### src/rtl/alu_share_arbiter.sv
// Purpose : shares one combinational alu_math datapath between NUM_REQ requesters, one op per cycle,
//           and returns each result tagged with the owning requester ID.
// Latency : accept in cycle N -> rsp_valid_o in cycle N+1. Draining and refilling in the same cycle gives 1 op/cycle.
// Backpr. : while the one-entry response buffer is full and rsp_ready_i=0, every req_ready_o is 0.
//
// Ports   : clk_i/arst_ni (async active-low); req_* per-requester valid/ready plus func/rs1/rs2/imm;
//           alu_* operands driven to the ALU and alu_result_i back from it; rsp_* buffered result with its id.
// Config  : define ALU_ARB_FIXED_PRIO_EN for fixed priority (lowest index wins); otherwise round-robin.

package simple_processor_pkg;
    localparam int DATA_WIDTH = 32;
endpackage

module alu_share_arbiter
    import simple_processor_pkg::*;
#(
    parameter int NUM_REQ = 2,
    localparam int ID_WIDTH = $clog2(NUM_REQ)
) (
    input  logic                                  clk_i,
    input  logic                                  arst_ni,
    input  logic [NUM_REQ-1:0]                    req_valid_i,
    output logic [NUM_REQ-1:0]                    req_ready_o,
    input  logic [NUM_REQ-1:0][1:0]               req_func_i,
    input  logic [NUM_REQ-1:0][DATA_WIDTH-1:0]    req_rs1_i,
    input  logic [NUM_REQ-1:0][DATA_WIDTH-1:0]    req_rs2_i,
    input  logic [NUM_REQ-1:0][5:0]               req_imm_i,
    output logic [1:0]                            alu_func_o,
    output logic [DATA_WIDTH-1:0]                 alu_rs1_o,
    output logic [DATA_WIDTH-1:0]                 alu_rs2_o,
    output logic [5:0]                            alu_imm_o,
    input  logic [DATA_WIDTH-1:0]                 alu_result_i,
    output logic                                  rsp_valid_o,
    input  logic                                  rsp_ready_i,
    output logic [DATA_WIDTH-1:0]                 rsp_data_o,
    output logic [ID_WIDTH-1:0]                   rsp_id_o
);

    typedef enum logic {EMPTY, FULL} state_t;

    state_t                state_q, state_d;
    logic [DATA_WIDTH-1:0] rsp_data_q, rsp_data_d;
    logic [ID_WIDTH-1:0]   rsp_id_q, rsp_id_d;

    logic                  can_issue;
    logic                  any_vld;
    logic                  grant_vld;
    logic                  accept;
    logic [ID_WIDTH-1:0]   gnt;
    logic [ID_WIDTH-1:0]   alu_sel;

    assign rsp_valid_o = (state_q == FULL);
    assign rsp_data_o  = rsp_data_q;
    assign rsp_id_o    = rsp_id_q;

    // A full buffer can take a new result only when it is being drained this same cycle.
    assign can_issue = (state_q == EMPTY) | (rsp_valid_o & rsp_ready_i);
    assign any_vld   = |req_valid_i;
    assign grant_vld = can_issue & any_vld;
    // The grant always lands on a valid port when any is valid, so this is the accept condition.
    assign accept    = grant_vld;

`ifdef ALU_ARB_FIXED_PRIO_EN

    // Lowest valid index wins; with nothing valid the grant rests on port 0.
    always_comb begin
        gnt = '0;
        for (int i = NUM_REQ - 1; i >= 0; i--) begin
            if (req_valid_i[i]) begin
                gnt = ID_WIDTH'(i);
            end
        end
    end

`else

    logic [ID_WIDTH-1:0] rr_ptr_q, rr_ptr_d;
    logic [ID_WIDTH:0]   rr_sum;
    logic [ID_WIDTH-1:0] rr_idx;
    logic                rr_found;

    // Search starts at rr_ptr and wraps modulo NUM_REQ. With nothing valid the grant
    // rests on the pointed port, so its ready can be high before its valid rises.
    always_comb begin
        gnt      = rr_ptr_q;
        rr_found = 1'b0;
        rr_sum   = '0;
        rr_idx   = '0;
        for (int i = 0; i < NUM_REQ; i++) begin
            rr_sum = {1'b0, rr_ptr_q} + (ID_WIDTH+1)'(i);
            if (rr_sum >= (ID_WIDTH+1)'(NUM_REQ)) begin
                rr_sum = rr_sum - (ID_WIDTH+1)'(NUM_REQ);
            end
            rr_idx = rr_sum[ID_WIDTH-1:0];
            if (!rr_found && req_valid_i[rr_idx]) begin
                gnt      = rr_idx;
                rr_found = 1'b1;
            end
        end
    end

    // Pointer moves past the winner only on an accept.
    always_comb begin
        rr_ptr_d = rr_ptr_q;
        if (accept) begin
            rr_ptr_d = (gnt == ID_WIDTH'(NUM_REQ - 1)) ? '0 : gnt + 1'b1;
        end
    end

    always_ff @(posedge clk_i or negedge arst_ni) begin
        if (!arst_ni) begin
            rr_ptr_q <= '0;
        end else begin
            rr_ptr_q <= rr_ptr_d;
        end
    end

`endif

    // Ready is independent of the port's own valid; it only reflects capacity and selection.
    always_comb begin
        req_ready_o = '0;
        for (int g = 0; g < NUM_REQ; g++) begin
            req_ready_o[g] = can_issue & (gnt == ID_WIDTH'(g));
        end
    end

    // With no grant the ALU just sees port 0; its result is ignored in that case.
    assign alu_sel    = grant_vld ? gnt : '0;
    assign alu_func_o = req_func_i[alu_sel];
    assign alu_rs1_o  = req_rs1_i[alu_sel];
    assign alu_rs2_o  = req_rs2_i[alu_sel];
    assign alu_imm_o  = req_imm_i[alu_sel];

    // Buffer FSM: accept always (re)fills, a drain without a refill empties.
    always_comb begin
        state_d    = state_q;
        rsp_data_d = rsp_data_q;
        rsp_id_d   = rsp_id_q;
        case (state_q)
            EMPTY: begin
                if (accept) begin
                    state_d = FULL;
                end
            end
            FULL: begin
                if (accept) begin
                    state_d = FULL;
                end else if (rsp_ready_i) begin
                    state_d = EMPTY;
                end
            end
            default: state_d = EMPTY;
        endcase
        if (accept) begin
            rsp_data_d = alu_result_i;
            rsp_id_d   = gnt;
        end
    end

    always_ff @(posedge clk_i or negedge arst_ni) begin
        if (!arst_ni) begin
            state_q    <= EMPTY;
            rsp_data_q <= '0;
            rsp_id_q   <= '0;
        end else begin
            state_q    <= state_d;
            rsp_data_q <= rsp_data_d;
            rsp_id_q   <= rsp_id_d;
        end
    end

endmodule
### config.mk
export PLATFORM = sky130hd
export DESIGN_NAME = alu_share_arbiter
export DESIGN_NICKNAME = d
export VERILOG_FILES = /design/src/rtl/alu_share_arbiter.sv
export SDC_FILE = /design/constraint.sdc
export NUM_CORES = 1
export LEC_CHECK = 0
export CORE_AREA = 2 2 112 114
export CTS_BUF_LIST = sky130_fd_sc_hd__clkbuf_8
export DETAILED_ROUTE_END_ITERATION = 8
export DIE_AREA = 0 0 114 116
export GPL_TIMING_DRIVEN = 1
export PLACE_DENSITY_LB_ADDON = 0.12
export SLEW_MARGIN = 20
export SYNTH_ARGS = -nofsm -noshare
export SYNTH_HDL_FRONTEND = slang
export SYNTH_SLANG_ARGS = --single-unit
### constraint.sdc
create_clock -name clk_i -period 1.4 [get_ports clk_i]
set_input_delay 0.14 -clock clk_i [delete_from_list [all_inputs] [get_ports clk_i]]
set_output_delay 0.14 -clock clk_i [all_outputs]
set_load 0.02 [all_outputs]
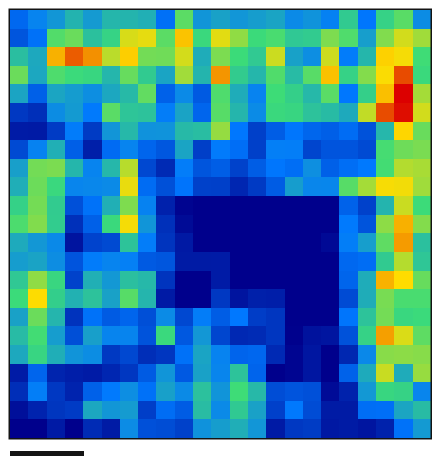
metal_density.png
Bar = 20 um. The die is cut into 23 by 23 equal tiles; dark blue is low, red is high, scaled to the fullest tile. Values are wire area over tile area, all layers added.
nearly empty tiles: 11%
fullest tile: 0.50
densest ninth of the die: top right
mean over tiles: 0.16
tiles over half the peak: 20%
emptiest ninth of the die: middle

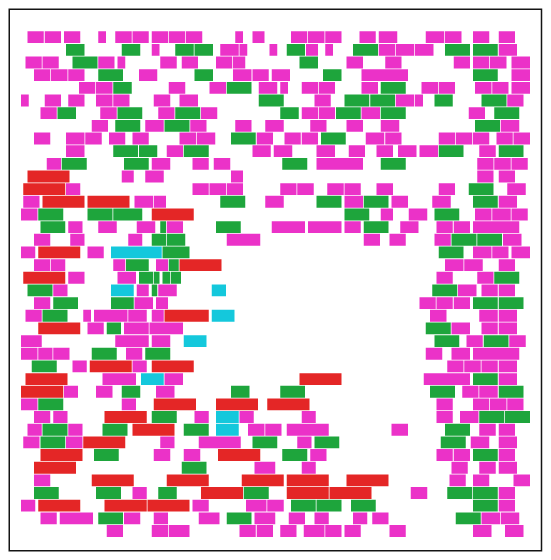
placement_by_type.png
| class | colour | cells |
|---|---|---|
| flops | red | 35 |
| clock drivers and dummy loads | cyan | 8 |
| other buffers and delay cells | magenta | 323 |
| combinational and other logic | green | 120 |
utilization after layout: 52.7%
sequential share of cell area: 14.0%
Finished Cell Area: 0.00627 mm2

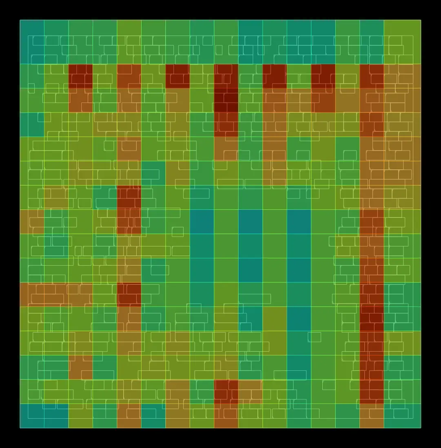
congestion.png
met3 track demand over resource in global routing: 7.22%
most congested layer reported by global routing: met2

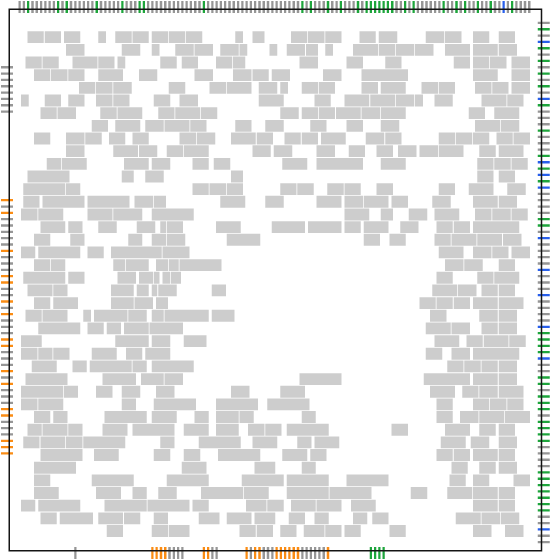
io_placement.png
Pins as bars across the die edge, other pins in grey.
| port | colour | pins | direction | edge |
|---|---|---|---|---|
| `req_imm_i` | blue | 12 | input | 11 right, 1 top |
| `alu_result_i` | orange | 32 | input | 16 bottom, 16 left |
| `req_rs1_i` | green | 64 | input | 32 right, 28 top, 4 bottom |
Die X: 114 um
number of port buffers: 288

==> GITHUB_STEP_SUMMARY <==
### Metrics collected by this job

| Metric | Value |
|---|---|
| Remaining global-route overflow | `0` |
| Leakage power of the design | `around 0.003 uW` |
| Total core area | `0.0119 mm2` |
| Total combinational power | `2730 uW` |
| Simple-gate share of the synthesized area | `around 3.4%` |
| Number of storage elements in the synthesis netlist | `35` |
| Critical R2R Capture | `rsp_data_o[29]$_DFFE_PN0P_` |
| Delay-heaviest family, CP | `buffers and inverters` |
| CTS max path bufs | `2` |
| Mapped Area | `roughly 0.0022 mm2` |
| Sequential logic power | `1230 uW` |
| Share of Yosys cell area claimed by the top area cell type | `about half` |
| Count of clock tree sinks | `35` |
| Setup-failing EPs final | `106` |
| Clock-pin slew on the worst setup and hold paths | `0.08 ns` |
| Final period demand of the worst path | `1.86 ns` |
| Crit path max-delay cell type | `sky130_fd_sc_hd__dfrtp_2` |
| Insertion delay to the later sink of the worst-skew pair | `just under 0.3 ns` |
| Detail-routed net length per standard cell | `a little under 20 um` |
| Floorplan Utilization | `between 10% and 20%` |
| Required time worst endpoint | `about 1.6 ns` |
| All-Layer GR Usage | `~17%` |
| Source of the critical timing path | `rsp_valid_o$_DFF_PN0_` |
| Post-synth top area cell | `sky130_fd_sc_hd__mux2_2` |
| Max stage delay on crit path | `0.43 ns` |
| Switching power | `1530 uW` |
| Failing checks | `negative setup slack` |
| Post-synthesis chip area from yosys | `about 0.0022 mm2` |
| Run status | `finished, violations left` |
| Worst path setup slack after routing | `-0.462 ns` |
| Prevailing post-synth register cell | `sky130_fd_sc_hd__dfrtp_1` |
| Setup TNS | `-44.54 ns` |
| Fraction of the mapped netlist area in compound gates | `0.951%` |
| Maximum vdd drop | `about 0.00051 V` |
| Placed cell area | `about 0.0055 mm2` |
| Detailed placer's ending HPWL | `around 10000 um` |
| Top-level I/O count | `289` |
| Final period utilization | `133%` |
| Transition time at the pin with the least slew margin | `between 0.2 and 0.3 ns` |
| Most common cell type on the critical path | `sky130_fd_sc_hd__buf_6` |
| Count of final max-slew check failures | `0` |
| DRT antenna net count | `0` |
| Kind of critical path | `reg -> reg` |
| Total via count in the routed design | `2,707` |
| Clk. pwr | `a little under 1000 uW` |
| Largest family of logic cells by area | `multiplexers` |
| Top cell type by instance count after synthesis | `sky130_fd_sc_hd__mux2_2` |
| Adder and majority gate portion of the synthesized area | `0%` |
| Maximum fanout along the worst path | `4` |
| RSZ-0062 raised after global routing | `true` |
| Number of antenna violations at the first check in global routing | `3` |
| Maxcap violations | `0` |
| Cell count listed in synth_stat.txt | `about 170` |
| Area of the die | `0.0132 mm2` |
| Area added between synthesis and finish | `180%` |
| Capture point of the worst path | `rsp_data_o[29]$_DFFE_PN0P_` |
| Pin count of the biggest net entering global routing | `36` |
## area by class of cell
class / count / area, um2 / area share (%)
timing repair buffer: 323 / 3420 / 54.6
multi-input combinational: 120 / 1660 / 26.5
sequential: 35 / 877 / 14.0
tap: 147 / 184 / 2.93
clock buffer: 6 / 82.6 / 1.32
clock inverter: 2 / 38.8 / 0.618
antenna: 3 / 7.51 / 0.120
## routing by layer
layer  wire length [um]  global-route usage (%)  share of wire (%)
met1               4760                    19.7                 38
met2               6350                    30.3                 50
met3               1260                    7.22                 10
met4                273                    5.12                2.2
met5                  0                       0                  0
## flip-flops by register name, summed over array words and instances (netlist names)
signal       count
rsp_data_o      32
rr_ptr_q         1
rsp_id_o         1
rsp_valid_o      1
## layout by cell type, fill, tap and decap left out, types with 3 or more instances in the layout
cell type / synthesis / routed
sky130_fd_sc_hd__buf_12: 0 / 8
sky130_fd_sc_hd__buf_16: 0 / 5
sky130_fd_sc_hd__buf_2: 0 / 10
sky130_fd_sc_hd__buf_4: 5 / 12
sky130_fd_sc_hd__buf_6: 5 / 71
sky130_fd_sc_hd__clkbuf_8: 0 / 6
sky130_fd_sc_hd__clkdlybuf4s50_1: 0 / 179
sky130_fd_sc_hd__dfrtp_1: 35 / 34
sky130_fd_sc_hd__diode_2: 0 / 3
sky130_fd_sc_hd__dlygate4sd2_1: 0 / 27
sky130_fd_sc_hd__dlymetal6s2s_1: 0 / 7
sky130_fd_sc_hd__mux2_2: 96 / 14
sky130_fd_sc_hd__mux2_4: 0 / 90
sky130_fd_sc_hd__nor2_4: 0 / 3
## cells by family (layout without fill, tap and decap cells)
logic type / Yosys count / after routing
DFF: 35 / 35
and+or+nand+nor: 12 / 12
other: 0 / 3
AOI/OAI and AO/OA: 4 / 4
buffers and inverters: 10 / 331
muxes: 104 / 104
No activity file was given, so power comes from the tool's default toggle rates.
